### config.mk
export PLATFORM = sky130hd
export DESIGN_NAME = ram_stream_reader
export DESIGN_NICKNAME = d
export VERILOG_FILES = /design/src/rtl/usb_app_pkg.sv /design/src/rtl/stream_fifo.sv /design/src/rtl/ram_stream_reader.sv
export SDC_FILE = /design/constraint.sdc
export NUM_CORES = 1
export LEC_CHECK = 0
export CORE_MARGIN = 2
export CORE_UTILIZATION = 35
export CTS_BUF_LIST = sky130_fd_sc_hd__clkbuf_8 sky130_fd_sc_hd__clkbuf_16
export CTS_CLUSTER_DIAMETER = 150
export DETAILED_ROUTE_END_ITERATION = 8
export PLACE_DENSITY = 0.58
export SLEW_MARGIN = 20
export SYNTH_ARGS = -nofsm -noshare
export SYNTH_HDL_FRONTEND = slang
export SYNTH_SLANG_ARGS = --single-unit
### constraint.sdc
create_clock -name clk -period 1.78 [get_ports clk]
set_input_delay 0.356 -clock clk [delete_from_list [all_inputs] [get_ports clk]]
set_output_delay 0.356 -clock clk [all_outputs]
set_load 0.01 [all_outputs]
### src/rtl/usb_app_pkg.sv
// Shared definitions for the usb_app block-RAM stream readers:
// reader FSM states and the smallest output FIFO that sustains one word per cycle.
package usb_app_pkg;

  typedef enum logic [1:0] {
    ST_IDLE  = 2'd0,
    ST_READ  = 2'd1,
    ST_DRAIN = 2'd2,
    ST_DONE  = 2'd3
  } state_t;

  // Two entries cover the issued-but-not-captured read; the third keeps the sink fed.
  localparam int MIN_FIFO_DEPTH = 3;

endpackage

### src/rtl/stream_fifo.sv
// First-word-fall-through synchronous FIFO with occupancy output.
// Read data is forced to zero while empty so idle stream outputs are clean.
module stream_fifo #(
  parameter int DEPTH = 4,
  parameter int WIDTH = 5
) (
  input  logic                       clk,
  input  logic                       rst,
  input  logic                       push,
  input  logic [WIDTH-1:0]           push_data,
  input  logic                       pop,
  output logic [WIDTH-1:0]           pop_data,
  output logic                       empty,
  output logic [$clog2(DEPTH+1)-1:0] count
);

  localparam int PTR_W = (DEPTH > 1) ? $clog2(DEPTH) : 1;
  localparam int CNT_W = $clog2(DEPTH + 1);

  logic [WIDTH-1:0] mem_r [DEPTH];
  logic [PTR_W-1:0] wr_ptr_r;
  logic [PTR_W-1:0] rd_ptr_r;
  logic [CNT_W-1:0] count_r;
  logic             do_push_s;
  logic             do_pop_s;

  function automatic logic [PTR_W-1:0] next_ptr(input logic [PTR_W-1:0] ptr);
    return (ptr == PTR_W'(DEPTH - 1)) ? {PTR_W{1'b0}} : ptr + 1'b1;
  endfunction

  assign do_pop_s  = pop && (count_r != {CNT_W{1'b0}});
  assign do_push_s = push && ((count_r != CNT_W'(DEPTH)) || do_pop_s);
  assign empty     = (count_r == {CNT_W{1'b0}});
  assign count     = count_r;
  assign pop_data  = empty ? {WIDTH{1'b0}} : mem_r[rd_ptr_r];

  // Pointer and occupancy bookkeeping; simultaneous push and pop keep count.
  always_ff @(posedge clk) begin
    if (rst) begin
      wr_ptr_r <= {PTR_W{1'b0}};
      rd_ptr_r <= {PTR_W{1'b0}};
      count_r  <= {CNT_W{1'b0}};
    end else begin
      if (do_push_s) wr_ptr_r <= next_ptr(wr_ptr_r);
      if (do_pop_s)  rd_ptr_r <= next_ptr(rd_ptr_r);
      if (do_push_s && !do_pop_s)      count_r <= count_r + 1'b1;
      else if (!do_push_s && do_pop_s) count_r <= count_r - 1'b1;
    end
  end

  // Storage array; contents are don't-care until written.
  always_ff @(posedge clk) begin
    if (do_push_s) mem_r[wr_ptr_r] <= push_data;
  end

endmodule

### src/rtl/ram_stream_reader.sv
// Reads cmd_len consecutive words from a registered-address RAM starting at cmd_addr
// and streams them out on valid/ready with a last flag and a completion pulse.
module ram_stream_reader
  import usb_app_pkg::*;
#(
  parameter int ADDR_WIDTH = 6,
  parameter int DATA_WIDTH = 4,
  parameter int FIFO_DEPTH = 4
) (
  input  logic                  clk,
  input  logic                  rst,
  input  logic                  cmd_valid,
  output logic                  cmd_ready,
  input  logic [ADDR_WIDTH-1:0] cmd_addr,
  input  logic [ADDR_WIDTH:0]   cmd_len,
  output logic [ADDR_WIDTH-1:0] ram_raddr,
  input  logic [DATA_WIDTH-1:0] ram_dout,
  output logic                  out_valid,
  input  logic                  out_ready,
  output logic [DATA_WIDTH-1:0] out_data,
  output logic                  out_last,
  output logic                  busy,
  output logic                  done
);

  localparam int CNT_W = $clog2(FIFO_DEPTH + 1);
  localparam int LEN_W = ADDR_WIDTH + 1;

  if (FIFO_DEPTH < MIN_FIFO_DEPTH) begin : g_bad_depth
    $error("ram_stream_reader: FIFO_DEPTH below MIN_FIFO_DEPTH");
  end

  state_t                state_r;
  state_t                state_next_s;
  logic [ADDR_WIDTH-1:0] addr_r;
  logic [ADDR_WIDTH-1:0] ram_raddr_r;
  logic [LEN_W-1:0]      remaining_r;
  logic                  pending_r;
  logic                  pending_last_r;
  logic                  accept_s;
  logic                  issue_s;
  logic                  final_issue_s;
  logic                  pop_s;
  logic                  drained_s;
  logic                  fifo_empty_s;
  logic [CNT_W-1:0]      fifo_count_s;
  logic [CNT_W:0]        occupancy_s;
  logic [DATA_WIDTH:0]   fifo_rdata_s;

  assign accept_s      = cmd_valid && (state_r == ST_IDLE);
  // A pending read will land next cycle, so it already claims a FIFO slot.
  assign occupancy_s   = {1'b0, fifo_count_s} + {{CNT_W{1'b0}}, pending_r};
  assign issue_s       = (state_r == ST_READ) && (occupancy_s < (CNT_W + 1)'(FIFO_DEPTH));
  assign final_issue_s = issue_s && (remaining_r == LEN_W'(1'b1));
  assign pop_s         = out_valid && out_ready;
  assign drained_s     = !pending_r &&
                         (fifo_empty_s || ((fifo_count_s == CNT_W'(1'b1)) && pop_s));

  // Next-state logic.
  always_comb begin
    state_next_s = state_r;
    case (state_r)
      ST_IDLE: begin
        if (accept_s) begin
          if (cmd_len == {LEN_W{1'b0}}) state_next_s = ST_DONE;
          else                          state_next_s = ST_READ;
        end else begin
          state_next_s = ST_IDLE;
        end
      end
      ST_READ: begin
        if (final_issue_s) state_next_s = ST_DRAIN;
        else               state_next_s = ST_READ;
      end
      ST_DRAIN: begin
        if (drained_s) state_next_s = ST_DONE;
        else           state_next_s = ST_DRAIN;
      end
      ST_DONE: state_next_s = ST_IDLE;
      default: state_next_s = ST_IDLE;
    endcase
  end

  // State, address/remaining counters, RAM address register and read-pending flag.
  always_ff @(posedge clk) begin
    if (rst) begin
      state_r        <= ST_IDLE;
      addr_r         <= {ADDR_WIDTH{1'b0}};
      remaining_r    <= {LEN_W{1'b0}};
      ram_raddr_r    <= {ADDR_WIDTH{1'b0}};
      pending_r      <= 1'b0;
      pending_last_r <= 1'b0;
    end else begin
      state_r <= state_next_s;
      if (accept_s) begin
        addr_r      <= cmd_addr;
        remaining_r <= cmd_len;
      end else if (issue_s) begin
        addr_r      <= addr_r + 1'b1;
        remaining_r <= remaining_r - 1'b1;
      end
      if (issue_s) ram_raddr_r <= addr_r;
      pending_r      <= issue_s;
      pending_last_r <= final_issue_s;
    end
  end

  stream_fifo #(
    .DEPTH (FIFO_DEPTH),
    .WIDTH (DATA_WIDTH + 1)
  ) u_fifo (
    .clk       (clk),
    .rst       (rst),
    .push      (pending_r),
    .push_data ({pending_last_r, ram_dout}),
    .pop       (pop_s),
    .pop_data  (fifo_rdata_s),
    .empty     (fifo_empty_s),
    .count     (fifo_count_s)
  );

  assign cmd_ready = (state_r == ST_IDLE);
  assign busy      = (state_r != ST_IDLE);
  assign done      = (state_r == ST_DONE);
  assign ram_raddr = ram_raddr_r;
  assign out_valid = !fifo_empty_s;
  assign out_data  = fifo_rdata_s[DATA_WIDTH-1:0];
  assign out_last  = fifo_rdata_s[DATA_WIDTH];

endmodule
run_1/pdn.png
Bar = 20 um. Pins as bars on the die edge. Tap cells in gray.
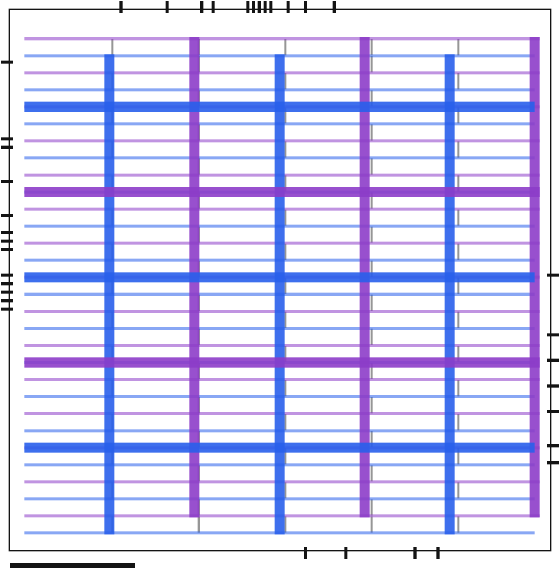
- blue: VSS
- purple: VDD
- met1 rails: 30
- rows: 29
- tap cells: 77
- signal pins: 36
- met5 straps: 5

run_1/cell_classes.png
Bar = 20 um.
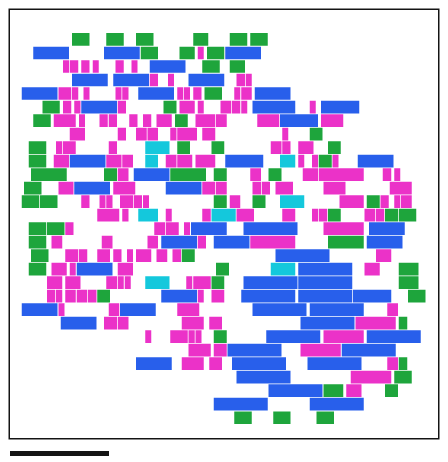
- blue: flip-flops (cells 52; share of their area 41%)
- cyan: clock drivers and dummy loads (cells 8; share of their area 3.2%)
- magenta: all other logic (cells 159; share of their area 37%)
- green: other buffers and delay cells (cells 59; share of their area 18%)

==> flow_summary.yaml, run 1 <==
# physical design summary
logic_synthesis:
  synth_cells: 224
  synth_top_area_share: 0.271
  ys_types: 40
  ys_ff: 52
  netlist_area_mm2: 0.00236
  simple_gate_area_frac: 0.172
  ys_area_mm2: 0.00236
  synthesis.nets: 258
clock_tree:
  cts.sinks: 52
  cts_root_buffer: "clkbuf_8"
setup_path:
  crit_arrival_ns: 1.54
  critPathTopFamily: "multiplexers"
  crit_slowest_cell: "mux4_2"
timing:
  fin_skew_ns: 0.00547
  fin_crit_ns: 1.90
  hold_viol_final: 0
  worstMarginPinSlew_ns: 0.526
  setup_viol: 5
  rsz0062_at_grt: "yes"
  layout_setup_ws_ns: -0.118
  period_used_share: 1.07
outcome:
  status: "complete, but fails checks"
  violations: "negative setup slack"
placed_design:
  gp_congestion: 0.780
  port_buffers: 35
  place_area_mm2: 0.00298
die:
  initCoreUtil: 0.368
  die_width_um: 86.2
run_1/clock_map.png
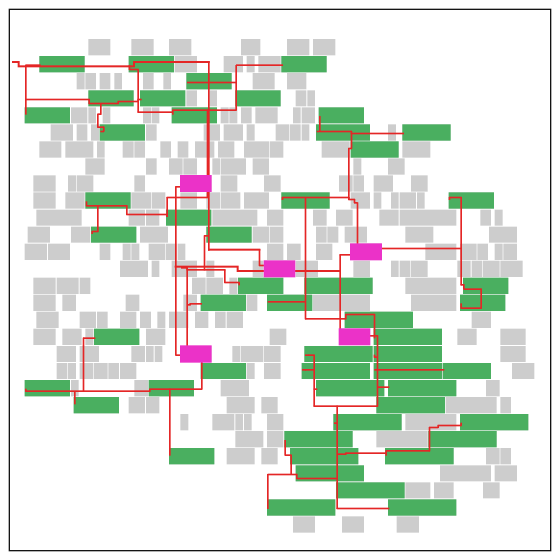
- red: clock wires (length 622 um)
- green: flip-flops (count 52)
- magenta: cells driving clock nets (count 5)
- routed clock nets: 6
- flops lie: widely spread

-- run 1: synth_stat cells (all sizes together) --
| library cell | number |
|---|---|
| dfxtp | 32 |
| nand2 | 24 |
| edfxtp | 20 |
| a21oi | 18 |
| ha | 13 |
| nor2 | 13 |
| and2 | 10 |
| inv | 10 |
| clkbuf | 9 |
| a31oi | 8 |
| nand3 | 8 |
| or3 | 7 |
| a32oi | 6 |
| mux4 | 5 |
| buf | 4 |
| a22oi | 3 |
| mux2i | 3 |
| nor3 | 3 |
| nor4 | 3 |
| o21ai | 3 |
| a2bb2oi | 2 |
| o211ai | 2 |
| o21a | 2 |
| or2 | 2 |
| xor2 | 2 |
| a211oi | 1 |
| and2b | 1 |
| and3 | 1 |
| nand2b | 1 |
| nand4b | 1 |
| nor2b | 1 |
| nor3b | 1 |
| o311ai | 1 |
| or3b | 1 |
| or4 | 1 |
| or4b | 1 |
| xnor2 | 1 |
-- run 1: metrics by stage --
| step | TNS, ns | hold WS [ns] | instances |
|---|---|---|---|
| 2_1_floorplan | 0 | 0.438 | 224 |
| 3_3_place_gp | -3.31 | 0.443 | 346 |
| 3_5_place_dp | -3.63 | 0.450 | 346 |
| 4_1_cts | -0.773 | 0.465 | 354 |
| 5_1_grt | -0.912 | 0.484 | 355 |
| 6_report | -0.529 | 0.459 | 355 |
-- run 1: final cells by class --
cell class / count / area (um^2) / area share
sequential: 52 / 1250 / 0.399
multi-input combinational: 149 / 1090 / 0.349
timing repair buffer: 59 / 558 / 0.178
tap: 77 / 96.3 / 0.0308
clock buffer: 5 / 68.8 / 0.0220
inverter: 10 / 37.5 / 0.0120
clock inverter: 3 / 27.5 / 0.00879
-- run 1: repair_timing --
item,CTS,global route
resized,34,16
pin swaps,5,7
endpoints found under the setup margin,14,25
hold buffers,0,0
setup buffers,0,1
gates cloned,0,0
-- run 1: state kept, by name (all words and copies together) (netlist names), 2 cells and up, named ones only --
name / cells
addr_r: 6
ram_raddr: 6
remaining_r: 7
state_r: 2
u_fifo.count: 3
u_fifo.mem_r: 20
u_fifo.rd_ptr_r: 2
u_fifo.wr_ptr_r: 2
-- run 1: worst min-delay path, cell delays in order (launching register included) --
cell and delay, ns:
dfxtp_1 0.32, nand2_1 0.05, a21oi_1 0.05
-- run 1: path summary, 6_finish.rpt --
check / from / endpoint / slack (ns) / cells after the start
worst max register to register: u_fifo.count[1]$_SDFFE_PP0P_ / u_fifo.count[2]$_SDFFE_PP0P_ / 0.06 / 9
worst min register to register: ram_raddr[4]$_SDFFE_PP0P_ / ram_raddr[4]$_SDFFE_PP0P_ / 0.46 / 2
worst min-delay path: ram_raddr[4]$_SDFFE_PP0P_ / ram_raddr[4]$_SDFFE_PP0P_ / 0.46 / 2
worst max-delay path: flop / out_last / -0.12 / 4
-- run 1: routing by layer --
layer,up-vias,track usage,part of all wire
met5,-,0,0
met4,0,0.0412,0.0059
met3,2,0.0381,0.034
met2,33,0.219,0.48
met1,878,0.195,0.48
li1,916,-,-
-- run 1: power breakdown --
| part | switching [mW] | total [mW] | internal, mW |
|---|---|---|---|
| clock network | 0.419 | 0.708 | 0.289 |
| registers | 0.100 | 1.47 | 1.37 |
| logic | 0.624 | 1.42 | 0.795 |
==> run 2: changes to the inputs <==
--- a/config.mk
+++ b/config.mk
@@ -9,6 +9,7 @@
 export CORE_UTILIZATION = 35
 export CTS_BUF_LIST = sky130_fd_sc_hd__clkbuf_8 sky130_fd_sc_hd__clkbuf_16
 export CTS_CLUSTER_DIAMETER = 150
+export CTS_CLUSTER_SIZE = 8
 export DETAILED_ROUTE_END_ITERATION = 8
 export PLACE_DENSITY = 0.58
 export SLEW_MARGIN = 20
run_2/clock_map.png
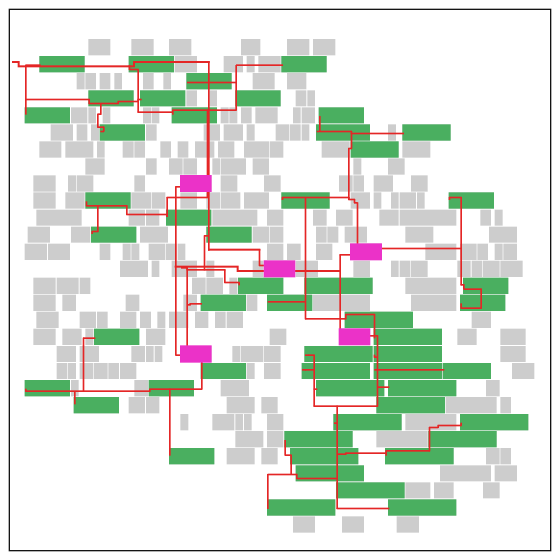
- red: clock wires (length 622 um)
- magenta: cells driving clock nets (count 5)
- green: flip-flops (count 52)
- routed clock nets: 6

==> flow_summary.yaml, run 2 <==
# physical design summary
outcome:
  status: "complete, but fails checks"
  violations: "negative setup slack"
timing:
  layout_setup_ws_ns: -0.118
  period_used_share: 1.07
  setup_viol: 5
  fin_crit_ns: 1.90
  hold_viol_final: 0
  holdWs_ns: 0.459
logic_synthesis:
  ys_ff: 52
  ff_type: "dfxtp_1"
  synth_top_area_share: 0.271
  netlist_area_mm2: 0.00236
  synthesis.nets: 258
  ys_area_mm2: 0.00236
  top_cell: "dfxtp_1"
placed_design:
  gp_congestion: 0.780
  dp.cells: 346
setup_path:
  reg2regPathDepth: 9
  r2r_end: "u_fifo.count[2]$_SDFFE_PP0P_"
  crit_arrival_ns: 1.54
  crit_slowest_cell: "mux4_2"
cells_and_area:
  largest-register: "u_fifo.mem_r"
  finalNonFillerCells: 355
hold_path:
  min_from: "ram_raddr[4]$_SDFFE_PP0P_"
[run 2: cell families (layout without fill, tap and decap cells)]
group	after synthesis	after routing
flip-flops	52	52
buffers and inverters	23	77
multiplexers	8	8
AND-OR/OR-AND	46	46
XOR/XNOR	3	3
adder cells (fa/ha/maj)	13	13
AND/OR/NAND/NOR	79	79
[run 2: cell type report]
type                       count  area [um^2]
clock buffer                   5         68.8
multi-input combinational    149         1090
sequential                    52         1250
inverter                      10         37.5
clock inverter                 3         27.5
tap                           77         96.3
timing repair buffer          59          558
fill                         612         3290
[run 2: how the worst max path moves through the flow]
stage / slack [ns] / cells after the start / endpoint
after global routing: -0.19 / 4 / out_data[3]
after detailed placement: -0.18 / 4 / out_last
final: -0.12 / 4 / out_last
after CTS: -0.15 / 4 / out_last
after global placement: -0.15 / 4 / out_data[2]
after floorplan: 0.007 / 8 / u_fifo.count[2]$_SDFFE_PP0P_
[run 2: routing by layer]
| metal | part of all wire | GRT usage |
|---|---|---|
| met3 | 0.034 | 0.0381 |
| met2 | 0.48 | 0.219 |
| met5 | 0 | 0 |
| met4 | 0.0059 | 0.0412 |
| met1 | 0.48 | 0.195 |
[run 2: report_power, final]
| part | switching (mW) | internal [mW] | leakage (nW) | total (mW) |
|---|---|---|---|---|
| combinational | 0.624 | 0.795 | 0.674 | 1.42 |
| clock | 0.419 | 0.289 | 0.0463 | 0.708 |
| sequential | 0.100 | 1.37 | 0.446 | 1.47 |
| total | 1.14 | 2.45 | 1.17 | 3.59 |
[run 2: repair_timing]
item / 4_1_cts / 5_1_grt
hold buffers: 0 / 0
pin swaps: 5 / 7
buffers inserted: 0 / 1
hold endpoints to repair: 0 / 0
resized: 34 / 16
endpoints found under the setup margin: 14 / 25
[run 2: tightest hold or removal path, delay by kind of cell (launching register included)]
| kind | cells | cell delay [ns] |
|---|---|---|
| flops | 1 | 0.32 |
| simple gates | 1 | 0.05 |
| compound gates | 1 | 0.05 |
Power figures rest on the tool's default switching activity, not on a simulated workload.
